[config.mk]
export PLATFORM = sky130hd
export DESIGN_NAME = matrix_mem_bridge
export DESIGN_NICKNAME = d
export VERILOG_FILES = /design/src/rtl/matrix_mem_bridge_pkg.sv /design/src/rtl/matrix_mem_bridge_arbiter.sv /design/src/rtl/matrix_mem_bridge.sv
export SDC_FILE = /design/constraint.sdc
export NUM_CORES = 1
export LEC_CHECK = 0
export CORE_MARGIN = 2
export CORE_UTILIZATION = 36
export DETAILED_ROUTE_END_ITERATION = 7
export PLACE_DENSITY = 0.81
export SETUP_SLACK_MARGIN = 0.2
export SLEW_MARGIN = 20
export SYNTH_ARGS = -nofsm -noshare
export SYNTH_HDL_FRONTEND = slang
export SYNTH_HIERARCHICAL = 1
export SYNTH_SLANG_ARGS = --single-unit
[constraint.sdc]
create_clock -name clk -period 2.23 [get_ports clk]
set_input_delay 0.446 -clock clk [delete_from_list [all_inputs] [get_ports clk]]
set_output_delay 0.446 -clock clk [all_outputs]
set_load 0.03 [all_outputs]
[src/rtl/matrix_mem_bridge_pkg.sv]
// rtl/matrix_mem_bridge_pkg.sv - shared encodings for the matrix engine memory bridge
package matrix_mem_bridge_pkg;

  typedef enum logic [1:0] {
    MEM_NONE  = 2'b00,
    MEM_READ  = 2'b01,
    MEM_WRITE = 2'b11
  } mem_op_e;

  typedef enum logic [2:0] {
    ST_IDLE,
    ST_ACCESS,
    ST_WAIT,
    ST_RESP,
    ST_HOLD
  } state_e;

  typedef enum logic {
    OWN_ENG  = 1'b0,
    OWN_HOST = 1'b1
  } owner_e;

endpackage

[src/rtl/matrix_mem_bridge_arbiter.sv]
// rtl/matrix_mem_bridge_arbiter.sv - two-requester round-robin arbiter (engine vs host)
module mem_rr_arbiter
  import matrix_mem_bridge_pkg::*;
(
  input  logic   clk,
  input  logic   reset_n,
  input  logic   req_eng,
  input  logic   req_host,
  input  logic   update,
  output logic   grant_valid,
  output owner_e grant_owner
);

  owner_e last_grant;

  // Reset to HOST so the engine wins the first tie.
  always_ff @(posedge clk or negedge reset_n) begin
    if (!reset_n) begin
      last_grant <= OWN_HOST;
    end else if (update && grant_valid) begin
      last_grant <= grant_owner;
    end
  end

  always_comb begin
    grant_valid = req_eng | req_host;
    grant_owner = OWN_HOST;
    if (req_eng && req_host) begin
      grant_owner = (last_grant == OWN_HOST) ? OWN_ENG : OWN_HOST;
    end else if (req_eng) begin
      grant_owner = OWN_ENG;
    end
  end

endmodule

[src/rtl/matrix_mem_bridge.sv]
// rtl/matrix_mem_bridge.sv - engine/host request arbitration onto a single-port word SRAM
module matrix_mem_bridge
  import matrix_mem_bridge_pkg::*;
#(
  parameter int ADDR_WIDTH   = 9,
  parameter int READ_LATENCY = 1
) (
  input  logic                  clk,
  input  logic                  reset_n,
  input  logic [1:0]            eng_mem_operation,
  input  logic [31:0]           eng_addr,
  input  logic [31:0]           eng_wdata,
  output logic [31:0]           eng_rdata,
  output logic                  eng_opdone,
  input  logic                  host_req,
  input  logic                  host_we,
  input  logic [31:0]           host_addr,
  input  logic [31:0]           host_wdata,
  output logic [31:0]           host_rdata,
  output logic                  host_ack,
  output logic                  sram_csb,
  output logic                  sram_web,
  output logic [ADDR_WIDTH-1:0] sram_addr,
  output logic [31:0]           sram_din,
  input  logic [31:0]           sram_dout,
  output logic                  err_oob
);

  localparam logic [1:0] RL = 2'(READ_LATENCY);

  state_e                state_q, state_d;
  owner_e                owner_q, owner_d;
  logic                  we_q, we_d;
  logic                  oob_q, oob_d;
  logic [1:0]            cnt_q, cnt_d;
  logic                  finish;

  logic                  csb_d, web_d, eng_done_d, host_ack_d, err_d;
  logic [ADDR_WIDTH-1:0] sram_addr_d;
  logic [31:0]           din_d, eng_rdata_d, host_rdata_d, rd_word;

  logic                  idle, eng_req, grant_valid;
  owner_e                grant_owner;
  logic [31:0]           g_addr, g_wdata;
  logic                  g_we, g_oob;

  assign idle    = (state_q == ST_IDLE);
  assign eng_req = (eng_mem_operation == MEM_READ) || (eng_mem_operation == MEM_WRITE);

  // Requests are only visible to the arbiter in IDLE, so HOLD swallows stale ones.
  mem_rr_arbiter u_arb (
    .clk         (clk),
    .reset_n     (reset_n),
    .req_eng     (eng_req && idle),
    .req_host    (host_req && idle),
    .update      (grant_valid),
    .grant_valid (grant_valid),
    .grant_owner (grant_owner)
  );

  assign g_addr  = (grant_owner == OWN_ENG) ? eng_addr  : host_addr;
  assign g_wdata = (grant_owner == OWN_ENG) ? eng_wdata : host_wdata;
  assign g_we    = (grant_owner == OWN_ENG) ? (eng_mem_operation == MEM_WRITE) : host_we;
  assign g_oob   = |g_addr[31:ADDR_WIDTH];
  assign rd_word = oob_q ? 32'h0 : sram_dout;

  always_ff @(posedge clk or negedge reset_n) begin
    if (!reset_n) begin
      state_q <= ST_IDLE;
    end else begin
      state_q <= state_d;
    end
  end

  always_comb begin
    state_d      = state_q;
    owner_d      = owner_q;
    we_d         = we_q;
    oob_d        = oob_q;
    cnt_d        = cnt_q;
    finish       = 1'b0;
    csb_d        = 1'b1;
    web_d        = 1'b1;
    sram_addr_d  = sram_addr;
    din_d        = sram_din;
    eng_done_d   = 1'b0;
    host_ack_d   = 1'b0;
    eng_rdata_d  = eng_rdata;
    host_rdata_d = host_rdata;
    err_d        = err_oob;
    case (state_q)
      ST_IDLE: begin
        if (grant_valid) begin
          state_d     = ST_ACCESS;
          owner_d     = grant_owner;
          we_d        = g_we;
          oob_d       = g_oob;
          csb_d       = g_oob;
          web_d       = ~g_we | g_oob;
          sram_addr_d = g_addr[ADDR_WIDTH-1:0];
          din_d       = g_wdata;
          err_d       = err_oob | g_oob;
        end
      end
      ST_ACCESS: begin
        if (we_q) begin
          state_d = ST_RESP;
          finish  = 1'b1;
        end else begin
          state_d = ST_WAIT;
          cnt_d   = RL;
        end
      end
      ST_WAIT: begin
        if (cnt_q <= 2'd1) begin
          state_d = ST_RESP;
          finish  = 1'b1;
          if (owner_q == OWN_ENG) eng_rdata_d = rd_word;
          else                    host_rdata_d = rd_word;
        end else begin
          cnt_d = cnt_q - 2'd1;
        end
      end
      ST_RESP: state_d = ST_HOLD;
      ST_HOLD: state_d = ST_IDLE;
      default: state_d = ST_IDLE;
    endcase
    if (finish) begin
      eng_done_d = (owner_q == OWN_ENG);
      host_ack_d = (owner_q == OWN_HOST);
    end
  end

  always_ff @(posedge clk or negedge reset_n) begin
    if (!reset_n) begin
      owner_q    <= OWN_ENG;
      we_q       <= 1'b0;
      oob_q      <= 1'b0;
      cnt_q      <= 2'd0;
      sram_csb   <= 1'b1;
      sram_web   <= 1'b1;
      sram_addr  <= '0;
      sram_din   <= 32'h0;
      eng_opdone <= 1'b0;
      host_ack   <= 1'b0;
      eng_rdata  <= 32'h0;
      host_rdata <= 32'h0;
      err_oob    <= 1'b0;
    end else begin
      owner_q    <= owner_d;
      we_q       <= we_d;
      oob_q      <= oob_d;
      cnt_q      <= cnt_d;
      sram_csb   <= csb_d;
      sram_web   <= web_d;
      sram_addr  <= sram_addr_d;
      sram_din   <= din_d;
      eng_opdone <= eng_done_d;
      host_ack   <= host_ack_d;
      eng_rdata  <= eng_rdata_d;
      host_rdata <= host_rdata_d;
      err_oob    <= err_d;
    end
  end

endmodule

==> flow_summary.json, run 1 <==
{
  "worstPathMaxFanout": 22,
  "yosys-mux-area-fraction_pct": 18.0,
  "slowest_delay_ns": 0.42,
  "seq-cell-share_pct": 33.0,
  "die_area_um2": 15400,
  "p_total_mw": 13.2,
  "ys_seq_share_pct": 57.6,
  "crit_family": "simple AND/OR/NAND/NOR gates",
  "synth_area_um2": 5180,
  "p_leak_nw": 4.12,
  "critPathArrivalTime_ns": 2.25,
  "placedInstanceArea_um2": 8290,
  "start_kind": "register",
  "grt_pass1_vias": 4797,
  "h-tree-depth": 4,
  "ys.flops": 119,
  "drive_gt1_share_pct": 12.6,
  "status": "completed",
  "power_frac_comb_pct": 52.4,
  "finalSetupTns_ns": 0,
  "fillerInstances": 1058,
  "edf_count": 0,
  "hold_buffers": 0,
  "clk_latency_ns": 0.40,
  "pwr-share-seq_pct": 27.8,
  "layout.nonclk_buf_share_pct": 34.8,
  "cts.sinks": 119,
  "crit_buf_inv": 2,
  "globalRouteMet1Util_pct": 24.2,
  "fp.dieH_um": 124,
  "p_comb_mw": 6.92,
  "fin_nets": 934,
  "core_um2": 14000,
  "cp-end-kind": "register",
  "busiest_layer": "met2",
  "p_int_mw": 7.95,
  "rsz0062_at_grt": "yes",
  "fp_util_pct": 37.0,
  "route.detailed.drc": 0,
  "gp_congestion": 0.847,
  "grt_antenna_before_repair": 0,
  "wl_per_cell_um": 16.6,
  "slowest_stage": "dfrtp_2",
  "finalHoldViolCount": 0,
  "tap_cells": 180,
  "clockBufferCount": 23,
  "common_cells": "dfrtp_1 (116), mux2i_1 (63), nand2_1 (48)",
  "required_ns": 2.51,
  "tritoncts": "yes",
  "post-place-ws_ns": -0.00977,
  "cp-startpoint": "state_q[0]",
  "final-clk-cell-share_pct": 6.29,
  "synth_chip_area_um2": 5180,
  "top_cell": "dfrtp_1",
  "die_w_um": 124,
  "synthCells": 470
}
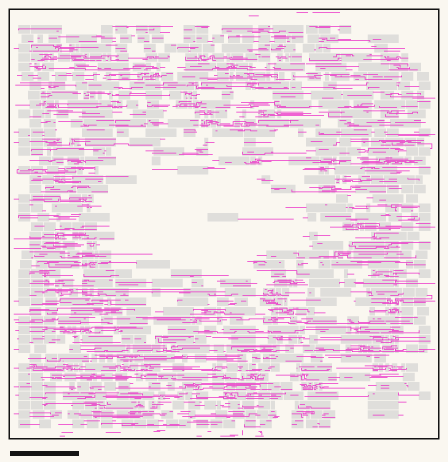
Run 1: M1 wires
Bar = 20 um.
share of all routed wire: 40%
main direction: horizontal
nets with wire on the layer: 801
wire length on this layer: 6430 um

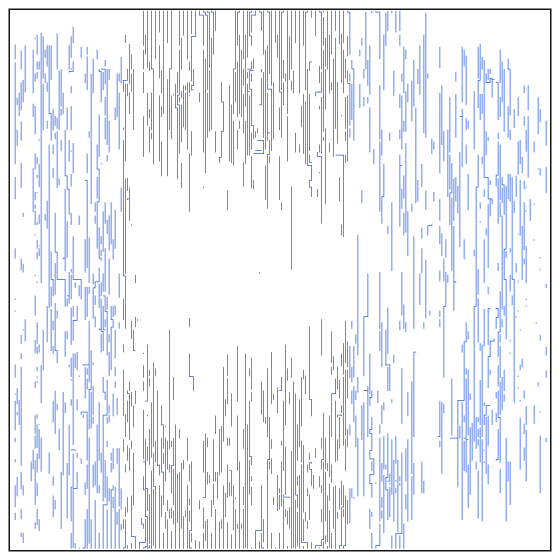
Run 1: M2 wires
wire length on this layer: 8040 um
share of all routed wire: 51%
nets with wire on the layer: 832
Routed WL: 15900 um
vias: 4687
GR Layer Usage met2: 35.7%

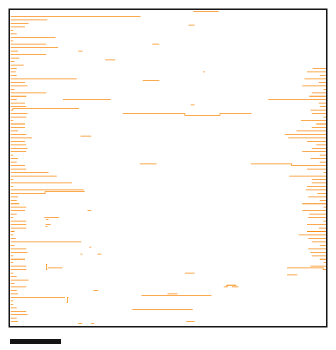
Run 1: the metal 3 layer
Bar = 20 um.
nets with wire on the layer: 169
share of all routed wire: 7.6%
main direction: horizontal
longest straight run: 50.6 um

==> run 2, diff against run 1 <==
--- a/config.mk
+++ b/config.mk
@@ -5,6 +5,7 @@
 export SDC_FILE = /design/constraint.sdc
 export NUM_CORES = 1
 export LEC_CHECK = 0
+export CAP_MARGIN = 20
 export CORE_MARGIN = 2
 export CORE_UTILIZATION = 36
 export DETAILED_ROUTE_END_ITERATION = 7
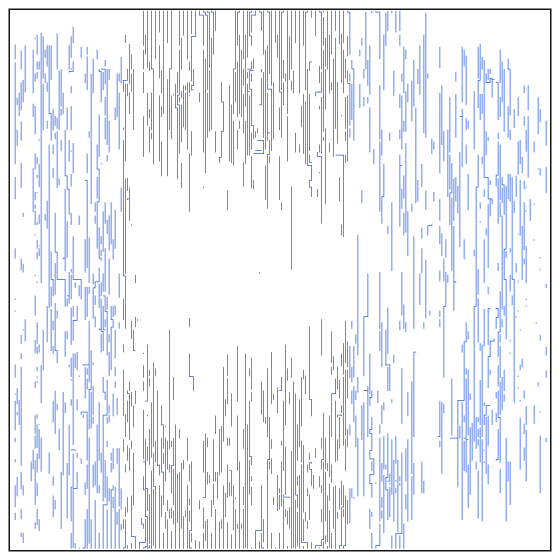
Run 2: M2 wires
nets with wire on the layer: 832
share of all routed wire: 51%
main direction: vertical
longest straight run: 57.3 um
wire length on this layer: 8040 um

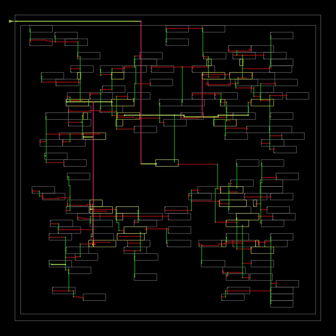
Run 2: the clock network
Clock Latency Late Sink: 0.40 ns
clkbuf count: 23
Clock Sinks: 119
flip-flops: 119

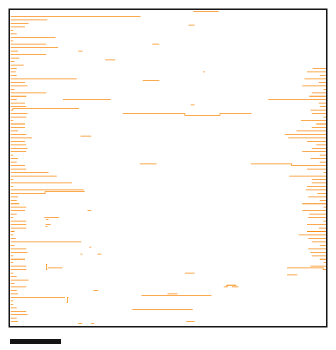
Run 2: the metal 3 layer
Bar = 20 um.
main direction: horizontal
nets with wire on the layer: 169
wire length on this layer: 1200 um
longest straight run: 50.6 um
share of all routed wire: 7.6%
M3 GR Usage: 6.59%

==> flow_summary.json, run 2 <==
{
  "dp_hpwl_um": 11800,
  "fillerInstances": 1058,
  "ys.flops": 119,
  "busiest_layer": "met2",
  "rsz0062_at_grt": "yes",
  "layout.nonclk_buf_share_pct": 34.8,
  "synth_area_um2": 5180,
  "critPathArrivalTime_ns": 2.25,
  "globalRouteMet1Util_pct": 24.2,
  "p_leak_nw": 4.12,
  "grt_use_met2_pct": 35.7,
  "final-clk-cell-share_pct": 6.29,
  "drive_gt1_share_pct": 12.6,
  "swShare_pct": 39.7,
  "n_antenna_cell": 0,
  "slowest_stage": "dfrtp_2",
  "vias": 4687,
  "fp_util_pct": 37.0,
  "finalSetupTns_ns": 0,
  "crit_buf_inv": 2,
  "status": "completed",
  "hold_buffers": 0,
  "h-tree-depth": 4,
  "ys_cells": 470,
  "p_comb_mw": 6.92,
  "edf_count": 0,
  "grt_antenna_before_repair": 0,
  "ys_seq_share_pct": 57.6,
  "crit_family": "simple AND/OR/NAND/NOR gates",
  "fp.dieH_um": 124,
  "top_cell": "dfrtp_1",
  "worstPathMaxFanout": 22,
  "tap_cells": 180,
  "synth-compound-area-share_pct": 7.73,
  "synth-async-reset-ratio_pct": 100,
  "finalHoldViolCount": 0,
  "required_ns": 2.51,
  "p_int_mw": 7.95,
  "core_um2": 14000,
  "slowest_delay_ns": 0.42,
  "grt_pass1_vias": 4797,
  "synthCells": 470,
  "placedInstanceArea_um2": 8290,
  "fin_nets": 934,
  "die_w_um": 124,
  "fmax_ghz": 0.509,
  "post-place-ws_ns": -0.00977,
  "start_kind": "register",
  "yosys-mux-area-fraction_pct": 18.0,
  "top_area_share_pct": 56.1,
  "tritoncts": "yes",
  "p_total_mw": 13.2,
  "synth_chip_area_um2": 5180,
  "common_cells": "dfrtp_1 (116), mux2i_1 (63), nand2_1 (48)"
}
No activity file was given, so power comes from the tool's default toggle rates.
